File: config.mk
export PLATFORM = sky130hd
export DESIGN_NAME = uart_cmd_responder
export DESIGN_NICKNAME = d
export VERILOG_FILES = /design/src/rtl/uart_cmd_responder.sv
export SDC_FILE = /design/constraint.sdc
export NUM_CORES = 1
export LEC_CHECK = 0
export CAP_MARGIN = 20
export CORE_UTILIZATION = 39
export CTS_BUF_LIST = sky130_fd_sc_hd__clkbuf_4
export DETAILED_ROUTE_END_ITERATION = 10
export GPL_TIMING_DRIVEN = 0
export HOLD_SLACK_MARGIN = 0.05
export SLEW_MARGIN = 0
export SYNTH_ARGS = -nofsm -noshare
export SYNTH_HDL_FRONTEND = slang
export SYNTH_SLANG_ARGS = --single-unit
export TNS_END_PERCENT = 20
File: constraint.sdc
create_clock -name clk -period 8.4 [get_ports clk]
set_clock_uncertainty 0.15 [all_clocks]
set_input_delay 0.84 -clock clk [delete_from_list [all_inputs] [get_ports clk]]
set_output_delay 0.84 -clock clk [all_outputs]
set_load 0.05 [all_outputs]
File: src/rtl/uart_cmd_responder.sv
// uart_cmd_responder
// Packet-level far end of the UART byte link. Parses 4-byte requests
// (SYNC, CMD, ARG, CHK), runs PING/READ/WRITE against an 8-bit scratch
// register and paces a 4-byte reply out through the transmit request port.
// The transmitter has no busy flag, so reply bytes are spaced by a fixed
// BYTE_CYCLES gap, and one more gap is held after the last byte.

module uart_cmd_responder #(
    parameter int          BYTE_CYCLES = 224,
    parameter int          RX_TIMEOUT  = 2048,
    parameter logic [7:0]  SYNC        = 8'hAA
) (
    input  logic       clk,
    input  logic       rst_n,
    input  logic [7:0] rx_data,
    input  logic       rx_strobe,
    output logic [7:0] tx_data,
    output logic       tx_strobe,
    output logic       busy,
    output logic [7:0] scratch,
    output logic [7:0] err_count
);

    localparam int GAP_W  = $clog2(BYTE_CYCLES) + 1;
    localparam int IDLE_W = $clog2(RX_TIMEOUT) + 1;

    localparam logic [GAP_W-1:0]  GAP_LAST  = GAP_W'(BYTE_CYCLES - 1);
    localparam logic [IDLE_W-1:0] IDLE_LAST = IDLE_W'(RX_TIMEOUT - 1);

    localparam logic [2:0] HUNT    = 3'd0;
    localparam logic [2:0] GET_CMD = 3'd1;
    localparam logic [2:0] GET_ARG = 3'd2;
    localparam logic [2:0] GET_CHK = 3'd3;
    localparam logic [2:0] REPLY   = 3'd4;
    localparam logic [2:0] GAP     = 3'd5;

    logic [2:0]        state;
    logic [7:0]        cmdByte;
    logic [7:0]        argByte;
    logic [7:0]        replyCode;
    logic [7:0]        replyData;
    logic [1:0]        byteIdx;
    logic [GAP_W-1:0]  gapCnt;
    logic [IDLE_W-1:0] idleCnt;

    logic       inPacket;
    logic       timeoutHit;
    logic       chkOk;
    logic       errInc;
    logic [7:0] respCode;
    logic [7:0] respData;

    // Decode the latched command into the reply code/data pair and flag errors
    always_comb begin
        respCode   = 8'hFF;
        respData   = cmdByte;
        inPacket   = (state == GET_CMD) || (state == GET_ARG) || (state == GET_CHK);
        timeoutHit = inPacket && (idleCnt == IDLE_LAST);
        chkOk      = (rx_data == (cmdByte ^ argByte));
        errInc     = timeoutHit ||
                     ((state == GET_CHK) && rx_strobe && !chkOk);
        case (cmdByte)
            8'h01: begin
                respCode = 8'h81;
                respData = argByte;
            end
            8'h02: begin
                respCode = 8'h82;
                respData = scratch;
            end
            8'h03: begin
                respCode = 8'h83;
                respData = argByte;
            end
            default: begin
                respCode = 8'hFF;
                respData = cmdByte;
            end
        endcase
    end

    // Saturating error counter for checksum failures and partial-packet timeouts
    always_ff @(posedge clk or negedge rst_n) begin
        if (!rst_n) begin
            err_count <= 8'h00;
        end else if (errInc && (err_count != 8'hFF)) begin
            err_count <= err_count + 8'h01;
        end
    end

    // Packet parser, command execution and paced reply transmitter
    always_ff @(posedge clk or negedge rst_n) begin
        if (!rst_n) begin
            state     <= HUNT;
            cmdByte   <= 8'h00;
            argByte   <= 8'h00;
            replyCode <= 8'h00;
            replyData <= 8'h00;
            byteIdx   <= 2'd0;
            gapCnt    <= '0;
            idleCnt   <= '0;
            tx_data   <= 8'h00;
            tx_strobe <= 1'b0;
            busy      <= 1'b0;
            scratch   <= 8'h00;
        end else begin
            tx_strobe <= 1'b0;
            case (state)
                HUNT: begin
                    idleCnt <= '0;
                    if (rx_strobe && (rx_data == SYNC)) begin
                        state <= GET_CMD;
                    end
                end
                GET_CMD, GET_ARG, GET_CHK: begin
                    if (timeoutHit) begin
                        state   <= HUNT;
                        idleCnt <= '0;
                    end else if (rx_strobe) begin
                        idleCnt <= '0;
                        if (state == GET_CMD) begin
                            cmdByte <= rx_data;
                            state   <= GET_ARG;
                        end else if (state == GET_ARG) begin
                            argByte <= rx_data;
                            state   <= GET_CHK;
                        end else if (chkOk) begin
                            if (cmdByte == 8'h03) begin
                                scratch <= argByte;
                            end
                            replyCode <= respCode;
                            replyData <= respData;
                            tx_data   <= SYNC;
                            tx_strobe <= 1'b1;
                            busy      <= 1'b1;
                            byteIdx   <= 2'd1;
                            gapCnt    <= '0;
                            state     <= REPLY;
                        end else begin
                            state <= HUNT;
                        end
                    end else begin
                        idleCnt <= idleCnt + 1'b1;
                    end
                end
                REPLY: begin
                    if (gapCnt == GAP_LAST) begin
                        gapCnt    <= '0;
                        tx_strobe <= 1'b1;
                        byteIdx   <= byteIdx + 2'd1;
                        case (byteIdx)
                            2'd1:    tx_data <= replyCode;
                            2'd2:    tx_data <= replyData;
                            default: tx_data <= replyCode ^ replyData;
                        endcase
                        if (byteIdx == 2'd3) begin
                            state <= GAP;
                        end
                    end else begin
                        gapCnt <= gapCnt + 1'b1;
                    end
                end
                GAP: begin
                    if (gapCnt == GAP_LAST) begin
                        gapCnt <= '0;
                        busy   <= 1'b0;
                        state  <= HUNT;
                    end else begin
                        gapCnt <= gapCnt + 1'b1;
                    end
                end
                default: begin
                    state <= HUNT;
                    busy  <= 1'b0;
                end
            endcase
        end
    end

endmodule

**Run 1: wires at chosen ports, followed through buffers**

Scale bar: 20 µm.
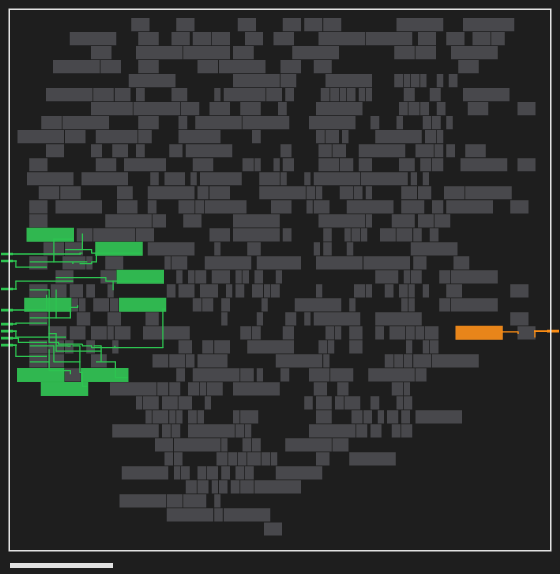
orange -> tx_strobe  # direction output, end cells 1, buffers 1, wire 7.30 µm
green -> err_count  # direction output, end cells 8, buffers 8, wire 273 µm
quantity of I/O buffers inserted on ports: 36
Boundary Pins: 37

**Run 1: clock wiring as the flow saved it**

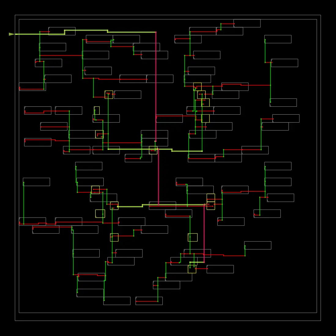
clock distribution power: 0.207 mW
num sequential: 80
clock buffer count from CTS: 9
Sink Count: 80

**Run 1: zoomed window**

Scale bar: 10 µm. Region (37, 37) to (67, 67) µm. Cells in gray, sequential cells in the stronger gray; small squares are vias.
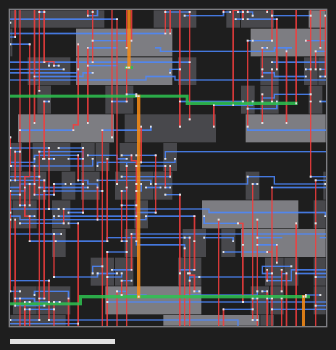
red -> met2
blue -> met1
orange -> met4
green -> met3
netlist names of flops here include = gapCnt (2)
cells with their middle in the window = 52
most frequent = dfrtp_1 (8), nor2_1 (6)
sequential cells in the window = 8

[run 1: state kept, by name, summed over array words and instances, names as in the netlist]
signal	count
replyData	8
gapCnt	9
tx_data	8
tx_strobe	1
state	3
busy	1
replyCode	4
err_count	8
cmdByte	8
scratch	8
argByte	8
byteIdx	2
idleCnt	12
[run 1: worst paths after layout]
kind                                                from                       end  slack (ps)  depth (start not counted)
worst max register to register    cmdByte[0]$_DFFE_PN0P_    scratch[4]$_DFFE_PN0P_        5280                          6
min in group clk                err_count[5]$_DFFE_PN0P_  err_count[5]$_DFFE_PN0P_         350                          1
max in group asynchronous                          rst_n   idleCnt[10]$_DFFE_PN0P_        7320                          2
worst min register to register  err_count[5]$_DFFE_PN0P_  err_count[5]$_DFFE_PN0P_         350                          1
worst max-delay path                          rx_data[7]    scratch[4]$_DFFE_PN0P_        5010                          6
worst min-delay path                               rst_n    tx_data[4]$_DFFE_PN0P_         180                          1
[run 1: where the power goes]
| group | internal (mW) | total, mW | switching, mW |
|---|---|---|---|
| Combinational | 0.00735 | 0.0198 | 0.0124 |
| Clock | 0.0651 | 0.207 | 0.142 |
| Sequential | 0.385 | 0.385 | 0 |
[run 1: stage by stage]
stage,power [mW],cells
after detailed placement,0.413,559
after floorplan,0.396,385
final,0.612,575
after CTS,0.622,575
after global routing,0.639,575
after global placement,0.411,557
[run 1: layer usage]
layer  vias to the layer above  track usage (%)  share of wire, %
li1                       1514                -                 -
met1                      1502             24.8                51
met2                        42             26.4                45
met3                         6             3.06               3.1
met4                         0             6.34              0.87
met5                         -                0                 0
[run 1: layout make-up]
type,instances,share of cell area [%]
Buffer,15,1.20
Timing Repair Buffer,38,8.12
Multi-Input combinational cell,278,42.0
Clock buffer,10,1.56
Tap cell,136,3.54
Inverter,12,0.937
Sequential cell,80,41.7
Clock inverter,6,0.937
==> impl_metrics.env, run 1 <==
# yosys + openroad results
export IMPL_status="complete, no violations"
export IMPL_ctsHoldBuffers=0
export IMPL_power_static_leakage_nw=2.06
export IMPL_grt_start_max_net_pins=52
export IMPL_synth_largest_type_area_fraction_pct=48.5
export IMPL_antennaDiodeCount=0
export IMPL_detailedRoute_firstIterationViolations=116
export IMPL_ctsHtreeMaxLevel=3
export IMPL_floorplan_core_util_pct=40.1
export IMPL_most_common_cell="sky130_fd_sc_hd__dfrtp_1"
export IMPL_ctsResizeCount=0
export IMPL_critPathCaptureType="flop"
export IMPL_synth_main_ff_cell="sky130_fd_sc_hd__dfrtp_1"
export IMPL_crit_path_max_fanout=8
export IMPL_placedInstanceArea_um2=4690
export IMPL_topCellsByArea="sky130_fd_sc_hd__dfrtp_1 49%, sky130_fd_sc_hd__mux2_2 9.0%, sky130_fd_sc_hd__xnor3_1 4.4%"
export IMPL_grt_antenna_before_repair=0
export IMPL_wl_per_cell_um=15.2
export IMPL_fin_setup_tns_ps=0
export IMPL_synth_nets=402
export IMPL_yosysTopAreaCell="sky130_fd_sc_hd__dfrtp_1"
export IMPL_transition_time_of_the_tightest_slew_check_pin_ps=877
export IMPL_finalClockPeriodUsage_pct=40.3
export IMPL_enable_flop_cells=0
export IMPL_netlist_area_um2=4130
export IMPL_nets=451
export IMPL_criticalPathCategory="input pin to flop"
export IMPL_mux_share_pct=9.74
export IMPL_fp_dieH_um=105
export IMPL_synth_cellmix_compoundShare_pct=15.1
export IMPL_ys_warnings_count=0
export IMPL_dr_total_vias=3064
export IMPL_tritoncts="yes"
export IMPL_floorplan_die_width_um=105
export IMPL_fmax_mhz=295
export IMPL_final_fill_count=1020
export IMPL_comb_area_um2=2020
export IMPL_core_area_um2=10300
export IMPL_synth_adder_area_share_pct=1.82
export IMPL_place_detailed_hpwl_mm=6.13
export IMPL_post_cts_setup_buffer_count=0
export IMPL_synthesis_area_per_instance_um2=10.7
export IMPL_worst_setup_slack_after_placement_ps=4580
export IMPL_critPathTopFamily="simple AND/OR/NAND/NOR gates"
export IMPL_grt_overflow=0
export IMPL_synth_chip_area_um2=4130
export IMPL_cts_path_max_buffers=2
export IMPL_fin_crit_ps=3390
export IMPL_cp_data_required_time_ps=8570
export IMPL_placement_rows=37
export IMPL_layout_cell_area_non_filler_um2=4810
export IMPL_openroad_warning_count=28
export IMPL_hold_ws_ps=181
export IMPL_drive_gt1_share_pct=13.2
export IMPL_clkSlewWorstSetupHoldPaths_ps=130
export IMPL_lay_top_cells="80 x sky130_fd_sc_hd__dfrtp_1, 35 x sky130_fd_sc_hd__clkdlybuf4s50_1, 33 x sky130_fd_sc_hd__mux2_2"
export IMPL_ant_nets=0
export IMPL_slowest_delay_ps=700
export IMPL_critPathSlowestCell="sky130_fd_sc_hd__nor4b_4"
export IMPL_crit_path_start_kind="input pin"
export IMPL_clk_latency_ps=430
export IMPL_ys_types=46
export IMPL_route_detailed_vias_per_inst=5.33
export IMPL_finalHoldViolCount=0
export IMPL_areaGrowthSynthToFinish_pct=16.5
export IMPL_ys_seq_elements=80
**Run 1: M1 wires**

Supply wires on this layer in gray.
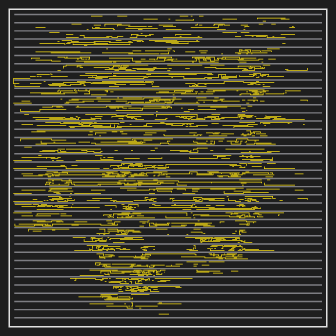

==> run 2, diff against run 1 <==
==> constraint.sdc (replaced) <==
create_clock -name clk -period 3.5 [get_ports clk]
set_clock_uncertainty 0.15 [all_clocks]
set_input_delay 0.35 -clock clk [delete_from_list [all_inputs] [get_ports clk]]
set_output_delay 0.35 -clock clk [all_outputs]
set_load 0.05 [all_outputs]
**Run 2: M1 wires**

Supply wires on this layer in gray.
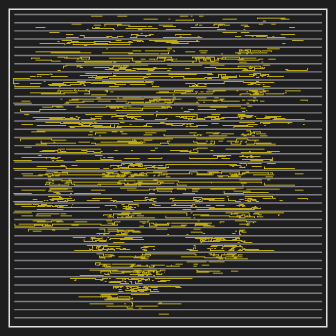
longest straight run = 42.8 µm
main direction = horizontal
Vias: 3068
met1 Track Usage GR: 24.8%
Routed WL: 8.75 mm

**Run 2: clock wiring as the flow saved it**

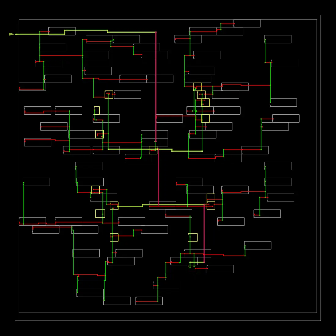
worst skew pair latency: 430 ps
clock distribution power: 0.497 mW

==> impl_metrics.env, run 2 <==
# yosys + openroad results
export IMPL_top_register="idleCnt"
export IMPL_ys_seq_elements=80
export IMPL_fp_dieH_um=105
export IMPL_grt_antenna_before_repair=0
export IMPL_tritoncts="yes"
export IMPL_openroad_warning_count=28
export IMPL_portBuffers=36
export IMPL_lay_top_cells="80 x sky130_fd_sc_hd__dfrtp_1, 35 x sky130_fd_sc_hd__clkdlybuf4s50_1, 33 x sky130_fd_sc_hd__mux2_2"
export IMPL_dpl_cell_count=559
export IMPL_synthesis_area_per_instance_um2=10.7
export IMPL_ant_nets=0
export IMPL_core_area_um2=10300
export IMPL_finalHoldViolCount=0
export IMPL_detailedRoute_firstIterationViolations=121
export IMPL_transition_time_of_the_tightest_slew_check_pin_ps=877
export IMPL_worstRegToRegCells=6
export IMPL_synth_adder_area_share_pct=1.82
export IMPL_final_cells=576
export IMPL_post_synth_inst_count=385
export IMPL_cts_path_max_buffers=2
export IMPL_ctsHtreeMaxLevel=3
export IMPL_registers_with_the_highest_flip_flop_counts="idleCnt (12), gapCnt (9)"
export IMPL_fin_setup_tns_ps=0
export IMPL_antennaDiodeCount=0
export IMPL_route_detailed_vias_per_inst=5.33
export IMPL_pwr_share_comb_pct=3.3
export IMPL_sequentialPowerShare_pct=62.9
export IMPL_r2r_start="cmdByte[0]$_DFFE_PN0P_"
export IMPL_synth_chip_area_um2=4130
export IMPL_grt_overflow=0
export IMPL_grtUsageMet3_pct=3.06
export IMPL_largest_reg_flops=12
export IMPL_synth_cellmix_compoundShare_pct=15.1
export IMPL_setup_repair_after_global_routing_missed_its_margin="no"
export IMPL_crit_arrival_ps=3290
export IMPL_drive_gt1_share_pct=13.2
export IMPL_placedInstanceArea_um2=4690
export IMPL_ys_warnings_count=0
export IMPL_floorplan_die_width_um=105
export IMPL_critPathSlowestCell="sky130_fd_sc_hd__nor4b_4"
export IMPL_grt_pass1_vias=3080
export IMPL_areaGrowthSynthToFinish_pct=16.7
export IMPL_floorplan_core_util_pct=40.1
export IMPL_synth_largest_type_area_fraction_pct=48.5
export IMPL_drt_first_pass_iters=5
export IMPL_place_detailed_hpwl_mm=6.13
export IMPL_topCellsByArea="sky130_fd_sc_hd__dfrtp_1 49%, sky130_fd_sc_hd__mux2_2 9.0%, sky130_fd_sc_hd__xnor3_1 4.4%"
export IMPL_clkSlewWorstSetupHoldPaths_ps=140
export IMPL_synth_main_ff_cell="sky130_fd_sc_hd__dfrtp_1"
export IMPL_mux_share_pct=9.74
export IMPL_ys_types=46
export IMPL_fin_crit_ps=3120
export IMPL_power_frac_clock_pct=33.8
export IMPL_synth_nets=402
export IMPL_final_total_power_mw=1.47
export IMPL_critPathCaptureType="flop"
export IMPL_numCtsBuffers=9
export IMPL_nets=452
export IMPL_netlist_area_um2=4130
export IMPL_use_met2_pct=26.5
export IMPL_ioPinCount=37
export IMPL_cts_sinks=80
export IMPL_status="complete, no violations"
export IMPL_yosysTopAreaCell="sky130_fd_sc_hd__dfrtp_1"
export IMPL_criticalPathCategory="flop to flop"
export IMPL_most_common_cell="sky130_fd_sc_hd__dfrtp_1"
export IMPL_cp_data_required_time_ps=3670
export IMPL_hold_ws_ps=242
export IMPL_power_static_leakage_nw=2.06
export IMPL_vdd_ir_max_uv=172
export IMPL_crit_path_max_fanout=8
export IMPL_worst_setup_slack_after_placement_ps=170
export IMPL_layout_cell_area_non_filler_um2=4820
export IMPL_power_switching_mw=0.370
export IMPL_crit_path_start="cmdByte[0]$_DFFE_PN0P_"
export IMPL_fmax_mhz=321
export IMPL_grt_start_max_net_pins=52
export IMPL_enable_flop_cells=0
export IMPL_internal_power_mw=1.10
export IMPL_finalClockPeriodUsage_pct=89.1
export IMPL_crit_path_start_kind="flop"
**Run 2: signal wires by layer**

Two of the layers only.
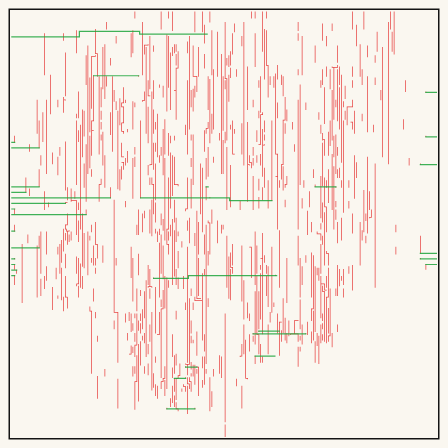
green -> met3  # wire length 268 µm
red -> met2  # wire length 3910 µm
wire length per cell: 15.2 µm
global-route total usage across every layer: 17.4%

==> run 2: final cells by class <==
| type | instances | area [µm²] |
|---|---|---|
| Tap cell | 136 | 170 |
| Sequential cell | 80 | 2000 |
| Multi-Input combinational cell | 278 | 2020 |
| Clock inverter | 6 | 45.0 |
| Inverter | 12 | 45.0 |
| Fill cell | 1020 | 5460 |
| Clock buffer | 10 | 75.1 |
| Buffer | 15 | 57.6 |
| Timing Repair Buffer | 39 | 400 |
==> run 2: critical path, delay by kind of cell, from the launching register on <==
| kind | cells | cell delay, ps |
|---|---|---|
| and+or+nand+nor | 3 | 1500 |
| muxes | 1 | 410 |
| xor gates and xnor gates | 1 | 400 |
| DFF | 1 | 380 |
| buffers and inverters | 1 | 180 |
==> run 2: power by group through the flow <==
stage	clock network, mW	registers (mW)	logic, mW
after floorplan	0	0.942	0.00790
after global placement	0	0.942	0.0450
after detailed placement	0	0.942	0.0491
after CTS	0.520	0.924	0.0501
after global routing	0.556	0.925	0.0549
final	0.497	0.924	0.0484
==> run 2: final timing paths <==
kind | to | slack [ps]
setup reg to reg | scratch[4]$_DFFE_PN0P_ | 380
setup / recovery | scratch[4]$_DFFE_PN0P_ | 380
max in group asynchronous | idleCnt[10]$_DFFE_PN0P_ | 2360
hold reg to reg | err_count[5]$_DFFE_PN0P_ | 350
min in group clk | err_count[5]$_DFFE_PN0P_ | 350
hold / removal | tx_data[4]$_DFFE_PN0P_ | 240
==> run 2: per-layer routing <==
layer  share of wire (%)  wire (µm)  vias to the layer above
met1                  51       4490                     1504
met3                 3.1        268                        6
met4                0.87         76                        0
met5                   0          0                        -
li1                    -          -                     1516
met2                  45       3910                       42
==> run 2: timing repair <==
action                    4_1_cts  5_1_grt
hold endpoints to repair       29        0
hold buffers                    1        0
resized                         0        0
Power figures rest on the tool's default switching activity, not on a simulated workload.
